==> src/rtl/demux32bit1to8_buf.sv <==
// demux32bit1to8_buf
// Registered 1-to-8 word demultiplexer. Each of the eight channels is a
// one-entry holding register with its own valid/ready handshake toward its
// consumer. A single producer port steers each accepted word to the channel
// named by in_sel.
//
// Optional feature: define DEMUX32_STATS_EN to add the 16-bit saturating
// accept_cnt output, which counts accepted pushes.
//
// Handshake rules (both sides): a transfer happens at a rising Clk edge when
// valid and ready are both 1 on that side. A producer holding valid while
// ready is low must keep its payload stable. in_ready may be sampled without
// in_valid being asserted. out_valid[k] does not depend on out_ready[k].

module demux32bit1to8_buf #(
    parameter int DATA_WIDTH = 32
) (
    input  logic                    Clk,
    input  logic                    Reset,
    input  logic                    in_valid,
    output logic                    in_ready,
    input  logic [2:0]              in_sel,
    input  logic [DATA_WIDTH-1:0]   in_data,
    output logic [7:0]              out_valid,
    input  logic [7:0]              out_ready,
    output logic [8*DATA_WIDTH-1:0] out_data,
    output logic                    busy
`ifdef DEMUX32_STATS_EN
    ,
    output logic [15:0]             accept_cnt
`endif
);

    // Per-channel occupancy: bit k set means channel k is FULL. This vector
    // is the complete control state of the block and is exported directly
    // as out_valid.
    logic [7:0]            valid_q;
    logic [7:0]            valid_d;
    logic [DATA_WIDTH-1:0] data_q [8];
    logic [DATA_WIDTH-1:0] data_d [8];

    logic                  push;
    logic [7:0]            push_vec;
    logic [7:0]            pop_vec;

    // A channel can take a word if it is empty or is being drained this
    // same edge. Only in_sel and out_ready reach in_ready combinationally.
    assign in_ready = ~valid_q[in_sel] | out_ready[in_sel];
    assign push     = in_valid & in_ready;

    // Decode the push into a one-hot channel mask and collect the pops.
    always_comb begin
        push_vec = 8'h00;
        if (push) begin
            push_vec = 8'h01 << in_sel;
        end
        pop_vec = valid_q & out_ready;
    end

    // Next occupancy and contents: a push on the same edge as a pop wins, so
    // the channel stays FULL with the new word and no bubble appears.
    always_comb begin
        valid_d = (valid_q & ~pop_vec) | push_vec;
        for (int k = 0; k < 8; k++) begin
            data_d[k] = push_vec[k] ? in_data : data_q[k];
        end
    end

    // Channel state registers; reset discards any held words.
    always_ff @(posedge Clk) begin
        if (Reset) begin
            valid_q <= 8'h00;
            for (int k = 0; k < 8; k++) begin
                data_q[k] <= '0;
            end
        end else begin
            valid_q <= valid_d;
            for (int k = 0; k < 8; k++) begin
                data_q[k] <= data_d[k];
            end
        end
    end

    // Flatten the per-channel registers onto the output bus.
    for (genvar g = 0; g < 8; g++) begin : g_out
        assign out_data[g*DATA_WIDTH +: DATA_WIDTH] = data_q[g];
    end

    assign out_valid = valid_q;
    assign busy      = |valid_q;

`ifdef DEMUX32_STATS_EN
    logic [15:0] cnt_q;
    logic [15:0] cnt_d;

    // Count accepted pushes, sticking at all-ones instead of wrapping.
    always_comb begin
        cnt_d = cnt_q;
        if (push && (cnt_q != 16'hFFFF)) begin
            cnt_d = cnt_q + 16'd1;
        end
    end

    // Counter register; a push in the reset cycle is not counted.
    always_ff @(posedge Clk) begin
        if (Reset) begin
            cnt_q <= 16'h0000;
        end else begin
            cnt_q <= cnt_d;
        end
    end

    assign accept_cnt = cnt_q;
`endif

endmodule

==> config.mk <==
export PLATFORM = sky130hd
export DESIGN_NAME = demux32bit1to8_buf
export DESIGN_NICKNAME = d
export VERILOG_FILES = /design/src/rtl/demux32bit1to8_buf.sv
export SDC_FILE = /design/constraint.sdc
export NUM_CORES = 1
export LEC_CHECK = 0
export CAP_MARGIN = 10
export CORE_ASPECT_RATIO = 1.5
export CORE_UTILIZATION = 51
export DETAILED_ROUTE_END_ITERATION = 12
export DONT_BUFFER_PORTS = 1
export PLACE_DENSITY = 0.71
export SLEW_MARGIN = 10
export SYNTH_ARGS = -nofsm -noshare
export SYNTH_HDL_FRONTEND = slang
export SYNTH_SLANG_ARGS = --single-unit
export TNS_END_PERCENT = 100
==> constraint.sdc <==
create_clock -name Clk -period 2.9 [get_ports Clk]
set_input_delay 0.58 -clock Clk [delete_from_list [all_inputs] [get_ports Clk]]
set_output_delay 0.58 -clock Clk [all_outputs]
set_load 0.005 [all_outputs]
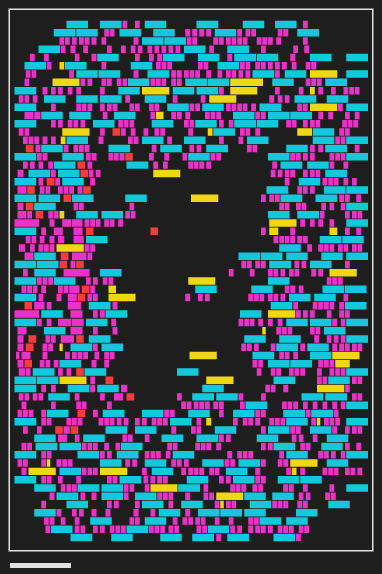
Figure 1: placement by cell class.
Scale bar: 20 um.
Magenta marks all other logic, cells 814, share of their area 40%. Cyan marks flip-flops, cells 264, share of their area 50%. Red marks other buffers and delay cells, cells 29, share of their area 2.1%. Yellow marks clock drivers and dummy loads, cells 44, share of their area 7.3%.
core area: 19900 um2
final core occ: 54.4%
Seq area share: 48.7%

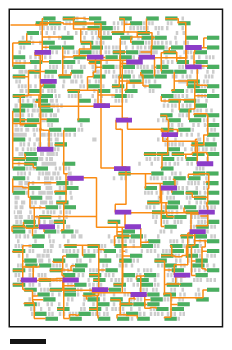
Figure 2: clock wires, drivers and flops.
Scale bar: 20 um.
Purple marks cells driving clock nets, count 25. Green marks flip-flops, count 264. Orange marks clock wires, length 2940 um.
Position of the flops: all over the die. There are 26 routed clock nets.
Late-Pin Clk Latency: 0.51 ns
Clock Skew: 0.0113 ns
Clk network pwr share: 43.9%

==> flow_summary.ini <==
; flow metrics
[synthesis]
ys.flops = 264
synth_cell_types = 24
synth_top_area_share_pct = 50.5
synth_area_um2 = 10500
yosys-stat-cells = 1255
synthTopCellsByArea = dfxtp_1 (50%), a21oi_1 (13%), nand3_1 (12%)

[clock_tree]
root_buffer = clkbuf_16
cts_hold_buf = 0
clk_path_buf_depth = 3
cts_buffers = 25
clkSinkCount = 264

[worst_setup_path]
cp_slowest_cell = mux4_2
r2r_slack_ns = 1.43
cp_top_family = multiplexers
r2r_end = data_q[0][77]$_SDFFE_PP0P_
r2r_cells = 4
rr_startpoint = out_valid[2]$_SDFF_PP0_

[route]
drt-total-wl_um = 35000
viasPerCell = 6.69
postRouteAntennaNets = 0
wl_met2_um = 17300

[final_timing]
max_freq_mhz = 430
setup_viol = 0

[cells_and_area]
layout.area.comb_um2 = 4260
syn2layout_area_growth_pct = 3.67
layout.nets = 1180

[power]
p_leak_nw = 3.34

[grt]
grt_pass1_vias = 8347

[placed_design]
dp.cells = 1367
gp_congestion = 0.812

[run]
cap_violations = 0

[die]
initCoreUtil_pct = 52.5

[status]
status = complete, no violations
report_power, final:
part	switching (mW)	internal, mW
registers	0.0690	3.70
logic	0.142	0.0861
clock network	1.39	1.73
cell families (layout without fill, tap and decap cells):
group	Yosys count	after routing	share of synthesized area [%]
buffers and inverters	177	73	9.05
DFF	264	264	50.5
muxes	3	3	0.526
and+or+nand+nor	291	291	15.1
AOI/OAI and AO/OA	520	520	24.9
routing by layer:
layer | global-route usage [%] | up-vias
met5 | 0 | -
met4 | 15.1 | 0
met3 | 8.84 | 101
met2 | 53.4 | 560
met1 | 37.0 | 4575
li1 | - | 4202
registers in the layout (all words and copies together), names as in the netlist:
signal / count
out_valid: 8
data_q: 256
synth_stat cells, drive strengths merged:
cell type	n
clkbuf	93
buf	84
dfxtp	264
o21ai	256
nor4	2
nor4b	1
and4b	3
and4	1
and4bb	3
mux4	2
nor2b	8
a21oi	264
or4b	1
nand3	256
nand4	1
nand2	1
nand4bb	3
nand2b	8
nand4b	3
mux2i	1
how the worst max path moves through the flow:
stage,end,slack [ns],cells past startpoint
after detailed placement,in_ready,1.03,3
after floorplan,in_ready,0.80,4
after global placement,in_ready,1.03,3
after CTS,in_ready,0.53,3
final,in_ready,0.57,3
after global routing,in_ready,0.51,3
layout by cell type (no fill, tap or decap), drive strengths merged:
cell,synthesis,routed
nand4bb,3,3
nand4,1,1
nand2b,8,8
nand3,256,256
nand2,1,1
mux2i,1,1
a21oi,264,264
o21ai,256,256
nand4b,3,3
or4b,1,1
nor4b,1,1
clkinvlp,0,3
clkbuf,93,32
mux4,2,2
bufinv,0,1
and4,1,1
clkinv,0,8
nor2b,8,8
and4bb,3,3
nor4,2,2
buf,84,29
dfxtp,264,264
and4b,3,3
per-stage QoR:
step	hold WS [ns]	utilization (%)	setup WS, ns	cell area, um2
floorplan	0.470	-	0.804	10500
global placement	0.474	50.6	1.03	10100
detailed placement	0.480	50.6	1.03	10100
CTS	0.125	54.4	0.530	10900
global route	0.129	54.4	0.514	10900
finish	0.139	54.4	0.574	10900
final cells by class:
class                      count  share of cell area (%)
clock inverter                12                   0.888
clock buffer                  32                    6.19
multi-input combinational    814                    39.2
sequential                   264                    48.7
tap                          260                    3.00
timing repair buffer          29                    2.01
Power is estimated from default activity; no workload was simulated.
